[src/rtl/l2tlb_xlat_pkg.sv]
// Shared FSM state codes, fault codes and PTE helpers for the L2TLB translation stage.
package l2tlb_xlat_pkg;

    typedef logic [2:0] l2tlb_state_t;

    localparam l2tlb_state_t ST_IDLE  = 3'd0;
    localparam l2tlb_state_t ST_CHK   = 3'd1;
    localparam l2tlb_state_t ST_SNOOP = 3'd2;
    localparam l2tlb_state_t ST_SWAIT = 3'd3;
    localparam l2tlb_state_t ST_WALK  = 3'd4;
    localparam l2tlb_state_t ST_WAIT  = 3'd5;
    localparam l2tlb_state_t ST_ACK   = 3'd6;

    typedef logic [2:0] l2tlb_fault_t;

    localparam l2tlb_fault_t FAULT_OK      = 3'b000;
    localparam l2tlb_fault_t FAULT_INV_PTE = 3'b001;

    function automatic logic pte_valid(input logic [63:0] pte);
        return pte[0];
    endfunction

endpackage

[src/rtl/l2tlb_sptbr_slots.sv]
// SPTBR-to-slot CAM: combinational match / lowest-free / round-robin victim, registered bind.
// Bind and RR advance take effect at the next edge; no flow control of its own.
module l2tlb_sptbr_slots #(
    parameter int NUM_SPTBR = 4,
    parameter int SPTBR_W   = 38,
    parameter int SID_W     = 2
) (
    input  logic               clk,
    input  logic               reset,
    input  logic [SPTBR_W-1:0] sptbr,
    output logic               hit,
    output logic [SID_W-1:0]   hit_sid,
    output logic               free,
    output logic [SID_W-1:0]   free_sid,
    output logic [SID_W-1:0]   victim_sid,
    input  logic               bind_en,
    input  logic [SID_W-1:0]   bind_sid,
    input  logic               advance
);

    logic               vld [NUM_SPTBR];
    logic [SPTBR_W-1:0] tag [NUM_SPTBR];
    logic [SID_W-1:0]   rr;

    always_comb begin
        hit      = 1'b0;
        hit_sid  = '0;
        free     = 1'b0;
        free_sid = '0;
        for (int i = 0; i < NUM_SPTBR; i++) begin
            if (vld[i] && tag[i] == sptbr) begin
                hit     = 1'b1;
                hit_sid = SID_W'(i);
            end
        end
        // Descending scan so the lowest free index wins.
        for (int i = NUM_SPTBR - 1; i >= 0; i--) begin
            if (!vld[i]) begin
                free     = 1'b1;
                free_sid = SID_W'(i);
            end
        end
    end

    assign victim_sid = rr;

    always_ff @(posedge clk or negedge reset) begin
        if (!reset) begin
            for (int i = 0; i < NUM_SPTBR; i++) begin
                vld[i] <= 1'b0;
                tag[i] <= '0;
            end
            rr <= '0;
        end else begin
            if (bind_en) begin
                vld[bind_sid] <= 1'b1;
                tag[bind_sid] <= sptbr;
            end
            if (advance) begin
                rr <= rr + 1'b1;
            end
        end
    end

endmodule

[src/rtl/l2tlb_xlat.sv]
// L2TLB: fully-associative SPTBR-slot-tagged translation array, single-level PTE walk, slot-flush snoop.
// Hit ack 2 cycles after request accept; one request outstanding, req_retry high outside IDLE.
module l2tlb_xlat
    import l2tlb_xlat_pkg::*;
#(
    parameter int NUM_ENTRIES = 16,
    parameter int NUM_SPTBR   = 4,
    parameter int RID_W       = 4,
    parameter int LADDR_W     = 39,
    parameter int PADDR_W     = 50,
    parameter int SPTBR_W     = 38,
    parameter int NID_W       = 5,
    parameter logic [NID_W-1:0] NODE_ID = NID_W'(1)
) (
    input  logic                         clk,
    input  logic                         reset,
    input  logic                         req_valid,
    output logic                         req_retry,
    input  logic [RID_W-1:0]             req_rid,
    input  logic [LADDR_W-1:0]           req_laddr,
    input  logic [SPTBR_W-1:0]           req_sptbr,
    output logic                         ack_valid,
    input  logic                         ack_retry,
    output logic [RID_W-1:0]             ack_rid,
    output logic [PADDR_W-13:0]          ack_ppn,
    output logic [2:0]                   ack_fault,
    output logic                         snoop_valid,
    input  logic                         snoop_retry,
    output logic [$clog2(NUM_SPTBR)-1:0] snoop_sid,
    input  logic                         sack_valid,
    output logic                         sack_retry,
    output logic                         walk_valid,
    input  logic                         walk_retry,
    output logic [NID_W-1:0]             walk_nid,
    output logic [PADDR_W-1:0]           walk_paddr,
    input  logic                         dack_valid,
    output logic                         dack_retry,
    input  logic [63:0]                  dack_pte
);

    localparam int SID_W  = $clog2(NUM_SPTBR);
    localparam int EIDX_W = $clog2(NUM_ENTRIES);
    localparam int VPN_W  = LADDR_W - 12;
    localparam int PPN_W  = PADDR_W - 12;

    typedef struct packed {
        logic             valid;
        logic [SID_W-1:0] sid;
        logic [VPN_W-1:0] vpn;
        logic [PPN_W-1:0] ppn;
    } l2tlb_entry_t;

    l2tlb_state_t       state, state_nxt;
    logic [RID_W-1:0]   lat_rid;
    logic [VPN_W-1:0]   lat_vpn;
    logic [SPTBR_W-1:0] lat_sptbr;
    logic [SID_W-1:0]   cur_sid;
    l2tlb_entry_t       ent [NUM_ENTRIES];
    logic [EIDX_W-1:0]  ent_rr;

    logic               slot_hit, slot_free, bind_en, slot_adv;
    logic [SID_W-1:0]   slot_hit_sid, slot_free_sid, slot_victim, bind_sid, sid_res;
    logic               arr_hit, fill_free;
    logic [EIDX_W-1:0]  arr_idx, fill_idx;
    logic [PADDR_W-1:0] walk_addr;
    logic [PPN_W-1:0]   pte_ppn;
    logic               unused_bits;

    assign unused_bits = ^{dack_pte[63:PPN_W+10], dack_pte[9:1], req_laddr[11:0], NODE_ID[0]};
    assign pte_ppn     = dack_pte[PPN_W+9:10];
    // Carry out of the PTE address sum is intentionally dropped by the truncating casts.
    assign walk_addr   = PADDR_W'({lat_sptbr, 12'b0}) + PADDR_W'({lat_vpn, 3'b0});

    l2tlb_sptbr_slots #(
        .NUM_SPTBR (NUM_SPTBR),
        .SPTBR_W   (SPTBR_W),
        .SID_W     (SID_W)
    ) u_slots (
        .clk        (clk),
        .reset      (reset),
        .sptbr      (lat_sptbr),
        .hit        (slot_hit),
        .hit_sid    (slot_hit_sid),
        .free       (slot_free),
        .free_sid   (slot_free_sid),
        .victim_sid (slot_victim),
        .bind_en    (bind_en),
        .bind_sid   (bind_sid),
        .advance    (slot_adv)
    );

    always_comb begin
        if (slot_hit)       sid_res = slot_hit_sid;
        else if (slot_free) sid_res = slot_free_sid;
        else                sid_res = slot_victim;
    end

    always_comb begin
        arr_hit = 1'b0;
        arr_idx = '0;
        for (int i = 0; i < NUM_ENTRIES; i++) begin
            if (ent[i].valid && ent[i].sid == sid_res && ent[i].vpn == lat_vpn) begin
                arr_hit = 1'b1;
                arr_idx = EIDX_W'(i);
            end
        end
    end

    always_comb begin
        fill_free = 1'b0;
        fill_idx  = ent_rr;
        for (int i = NUM_ENTRIES - 1; i >= 0; i--) begin
            if (!ent[i].valid) begin
                fill_free = 1'b1;
                fill_idx  = EIDX_W'(i);
            end
        end
    end

    always_comb begin
        state_nxt = state;
        bind_en   = 1'b0;
        bind_sid  = sid_res;
        slot_adv  = 1'b0;
        case (state)
            ST_IDLE:  if (req_valid && !req_retry) state_nxt = ST_CHK;
            ST_CHK: begin
                if (slot_hit || slot_free) begin
                    bind_en   = !slot_hit;
                    state_nxt = arr_hit ? ST_ACK : ST_WALK;
                end else begin
                    state_nxt = ST_SNOOP;
                end
            end
            ST_SNOOP: if (snoop_valid && !snoop_retry) state_nxt = ST_SWAIT;
            ST_SWAIT: begin
                if (sack_valid && !sack_retry) begin
                    bind_en   = 1'b1;
                    bind_sid  = cur_sid;
                    slot_adv  = 1'b1;
                    state_nxt = ST_CHK;
                end
            end
            ST_WALK:  if (walk_valid && !walk_retry) state_nxt = ST_WAIT;
            ST_WAIT:  if (dack_valid && !dack_retry) state_nxt = ST_ACK;
            ST_ACK:   if (ack_valid && !ack_retry) state_nxt = ST_IDLE;
            default:  state_nxt = ST_IDLE;
        endcase
    end

    always_ff @(posedge clk or negedge reset) begin
        if (!reset) begin
            state       <= ST_IDLE;
            lat_rid     <= '0;
            lat_vpn     <= '0;
            lat_sptbr   <= '0;
            cur_sid     <= '0;
            ent_rr      <= '0;
            for (int i = 0; i < NUM_ENTRIES; i++) ent[i] <= '0;
            req_retry   <= 1'b0;
            ack_valid   <= 1'b0;
            ack_rid     <= '0;
            ack_ppn     <= '0;
            ack_fault   <= FAULT_OK;
            snoop_valid <= 1'b0;
            snoop_sid   <= '0;
            sack_retry  <= 1'b1;
            walk_valid  <= 1'b0;
            walk_nid    <= '0;
            walk_paddr  <= '0;
            dack_retry  <= 1'b1;
        end else begin
            state       <= state_nxt;
            // Handshake outputs follow the next state so they are registered yet cycle-accurate.
            req_retry   <= (state_nxt != ST_IDLE);
            ack_valid   <= (state_nxt == ST_ACK);
            snoop_valid <= (state_nxt == ST_SNOOP);
            sack_retry  <= (state_nxt != ST_SWAIT);
            walk_valid  <= (state_nxt == ST_WALK);
            dack_retry  <= (state_nxt != ST_WAIT);
            case (state)
                ST_IDLE: begin
                    if (req_valid && !req_retry) begin
                        lat_rid   <= req_rid;
                        lat_vpn   <= req_laddr[LADDR_W-1:12];
                        lat_sptbr <= req_sptbr;
                    end
                end
                ST_CHK: begin
                    cur_sid <= sid_res;
                    if (state_nxt == ST_ACK) begin
                        ack_rid   <= lat_rid;
                        ack_ppn   <= ent[arr_idx].ppn;
                        ack_fault <= FAULT_OK;
                    end
                    if (state_nxt == ST_SNOOP) snoop_sid <= sid_res;
                    if (state_nxt == ST_WALK) begin
                        walk_paddr <= walk_addr;
                        walk_nid   <= {NODE_ID[NID_W-1:1], 1'b1};
                    end
                end
                ST_SWAIT: begin
                    if (sack_valid && !sack_retry) begin
                        for (int i = 0; i < NUM_ENTRIES; i++) begin
                            if (ent[i].sid == cur_sid) ent[i].valid <= 1'b0;
                        end
                    end
                end
                ST_WAIT: begin
                    if (dack_valid && !dack_retry) begin
                        ack_rid <= lat_rid;
                        if (pte_valid(dack_pte)) begin
                            ent[fill_idx] <= '{valid: 1'b1, sid: cur_sid, vpn: lat_vpn, ppn: pte_ppn};
                            if (!fill_free) ent_rr <= ent_rr + 1'b1;
                            ack_ppn   <= pte_ppn;
                            ack_fault <= FAULT_OK;
                        end else begin
                            ack_ppn   <= '0;
                            ack_fault <= FAULT_INV_PTE;
                        end
                    end
                end
                default: ;
            endcase
        end
    end

endmodule

[config.mk]
export PLATFORM = sky130hd
export DESIGN_NAME = l2tlb_xlat
export DESIGN_NICKNAME = d
export VERILOG_FILES = /design/src/rtl/l2tlb_xlat_pkg.sv /design/src/rtl/l2tlb_sptbr_slots.sv /design/src/rtl/l2tlb_xlat.sv
export SDC_FILE = /design/constraint.sdc
export NUM_CORES = 2
export LEC_CHECK = 0
export ABC_AREA = 1
export CAP_MARGIN = 20
export CORE_ASPECT_RATIO = 1.5
export CORE_MARGIN = 2
export CORE_UTILIZATION = 64
export CTS_BUF_LIST = sky130_fd_sc_hd__clkbuf_4
export CTS_CLUSTER_SIZE = 25
export DETAILED_ROUTE_END_ITERATION = 8
export GPL_TIMING_DRIVEN = 0
export PLACE_DENSITY = 0.83
export SLEW_MARGIN = 20
export SYNTH_ARGS = -nofsm -noshare
export SYNTH_HDL_FRONTEND = slang
export SYNTH_SLANG_ARGS = --single-unit
[constraint.sdc]
create_clock -name clk -period 4.9 [get_ports clk]
set_clock_uncertainty 0.1 [all_clocks]
set_input_delay 0.98 -clock clk [delete_from_list [all_inputs] [get_ports clk]]
set_output_delay 0.98 -clock clk [all_outputs]
set_load 0.005 [all_outputs]
==> run notes <==
run metrics: status=finished with violations, failing checks=DRC, setup timing, Max Fclk=between 150 and 200 MHz, Final setup violation count=roughly 75, Root Buffer=clkbuf_4, Top Layout Cells=2488 x nand2_1, 1456 x o21ai_0, 1396 x dfrtp_1, 761 x nand3_1, 723 x inv_1, endpoint of the worst hold path=lat_sptbr[17], maximum clock insertion buffer count=4, largest registers=ent (1088), u_slots.tag (152), walk_paddr (47), critical path cell sequence=clkdlybuf4s18_2 > nand2_1 > a221oi_1 > nand4_1 > nor2_4 > o21ai_0 > a21oi_1 > nand3_1 > and2_1 > nand2_1 > a21oi_1 > or2_1 > a21oi_4 > buf_12 > buf_6 > buf_4 > nand3_1 > nand3_1 > nand3_1 > nand2_1 > nand2_1 > a21oi_2, via/cell ratio=6.51, share of layout cells above drive strength 1=0.112, RSZ-0062 raised after global routing=yes, IO Pins=261, Post-CTS Repair Setup Buffers=20, Multiplexer share=0.000640, Hold WC Path Type=input port to flip-flop, Worst setup EP type=flip-flop, Worst-Margin Slew=1.40 ns, Simple-Gate Area Share=0.241, DRC=11, met2 wire length=about 120000 um, Pwr Density=447 nW/um^2, maximum number of pins on one net before global-route repair=approximately 150, final setup margin=-0.275 ns, final WL=around 300000 um, fin. max-slew vios=0, total chip power=36.1 mW, die width=roughly 270 um, sequential share of power=0.370, port bufs=214, slowest CP cell=dfrtp_1, gr usage total=0.529, busiest grt layer=met2, Seq share, synth=0.506, synth unique cells=65, Startpoint Class=flip-flop, met3 routed WL=47500 um, HP Start=req_sptbr[17], ys cells=8912, post-route ant nets=0, worst vdd ir=447 uV, vias=73214, die y size=~410 um, First-pass DRT Iterations=9, period utilization=1.06, sw power=15.1 mW, met3 GRT Util=0.227, CP bufs+invs=4, NumNets Final=9742
-- stage by stage --
stage                     instances  cell area, um^2
after floorplan                8920            70400
after global placement        10568            74400
after detailed placement      10582            74700
after CTS                     11189            79700
after global routing          11240            80900
final                         11251            80900
-- worst max-delay path by stage --
stage	cells past startpoint	from	endpoint
6_report	22	lat_vpn[5]	ack_ppn[30]
5_1_grt	38	lat_sptbr[34]	ack_ppn[30]
4_1_cts	28	lat_vpn[10]	walk_paddr[48]
3_5_place_dp	28	lat_vpn[10]	walk_paddr[48]
3_3_place_gp	1	reset	ent[707]
2_1_floorplan	28	lat_vpn[10]	walk_paddr[48]
-- cells in the mapped netlist, types with 38 or more instances --
library cell,number,area [um^2]
a21oi_1,94,470
a221oi_1,43,377
a22oi_1,38,285
buf_2,113,566
clkbuf_1,494,1850
dfrtp_1,1421,35600
inv_1,738,2770
nand2_1,2511,9430
nand3_1,767,3840
nand3b_1,156,1170
nand4_1,60,375
nor2_1,301,1130
nor4_1,51,319
o21ai_0,1459,7300
o21ai_1,39,195
o22ai_1,77,482
or2_2,41,257
xnor2_1,95,832
xor2_1,128,1120
-- worst min-delay path, cell delays in order --
cell             delay [ns]
clkdlybuf4s50_1        0.39
nand2_1                0.06
o21ai_0                0.07
-- final cells by class --
| cell class | instances | area [um^2] | area share |
|---|---|---|---|
| inverter | 784 | 3040 | 0.0375 |
| tap | 1434 | 1790 | 0.0222 |
| antenna | 17 | 42.5 | 0.000526 |
| multi-input combinational | 6056 | 29600 | 0.366 |
| clock inverter | 86 | 388 | 0.00479 |
| clock buffer | 501 | 3760 | 0.0465 |
| timing repair buffer | 294 | 3050 | 0.0377 |
| buffer | 656 | 3580 | 0.0442 |
| sequential | 1423 | 35600 | 0.441 |
Routed clock nets over the placement:
Scale bar: 100 um.
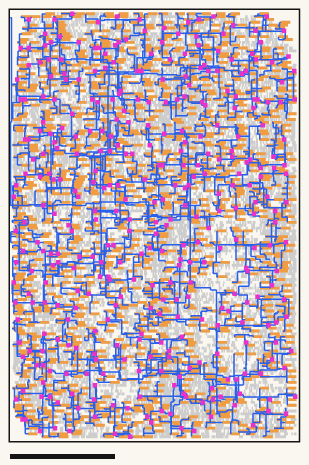
Key: blue = clock wires [length 20.1 mm]; magenta = clock drivers [count 354]; orange = flip-flops [count 1423]
Position of the flops: widely spread. There are 355 routed clock nets.
clk ins delay skew pair: 1.39 ns
Clk. pwr: 9.89 mW
Clk pwr share: 0.274

Sequential cells grouped by signal name:
Scale bar: 100 um.
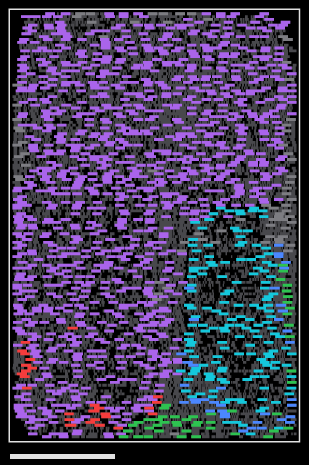
Key: red = lat_vpn [sequential cells 27]; green = walk_paddr [sequential cells 47]; cyan = u_slots.tag [sequential cells 152]; purple = ent [sequential cells 1088, where widely spread]; blue = lat_sptbr [sequential cells 38]
Another 71 sequential cells are not coloured.
final design utilization: 0.738
FF/Latch Area: 35600 um^2
Sequential Power: 13.4 mW
sequential share of cell area: 0.441

Layout detail:
Window x 191 to 221, y 88 to 118 um. Cells in grey, sequential cells in the stronger grey; small squares are vias.
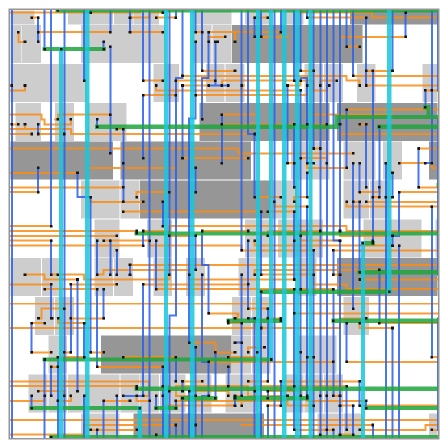
Key: cyan = metal 4; orange = metal 1; blue = metal 2; green = metal 3
Sequential cells in the window: 9. Netlist names of flops here include u_slots.tag (9). 68 logic cells have their middle in the window. Most frequent: nand2_1 (24), dfrtp_1 (9), o21ai_0 (7).

The clock network:
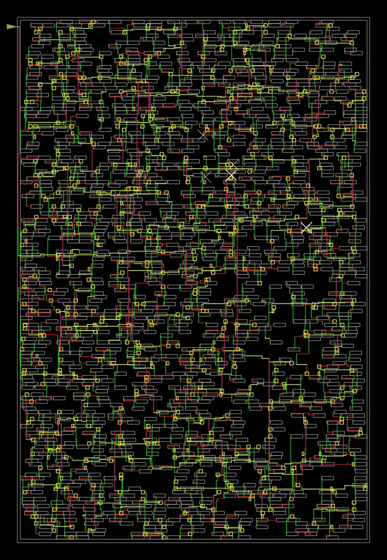
CTS Sinks: 1423
TritonCTS Buffers: 354
clock buf count: 501
flop count: 1423

Power is estimated from default activity; no workload was simulated.
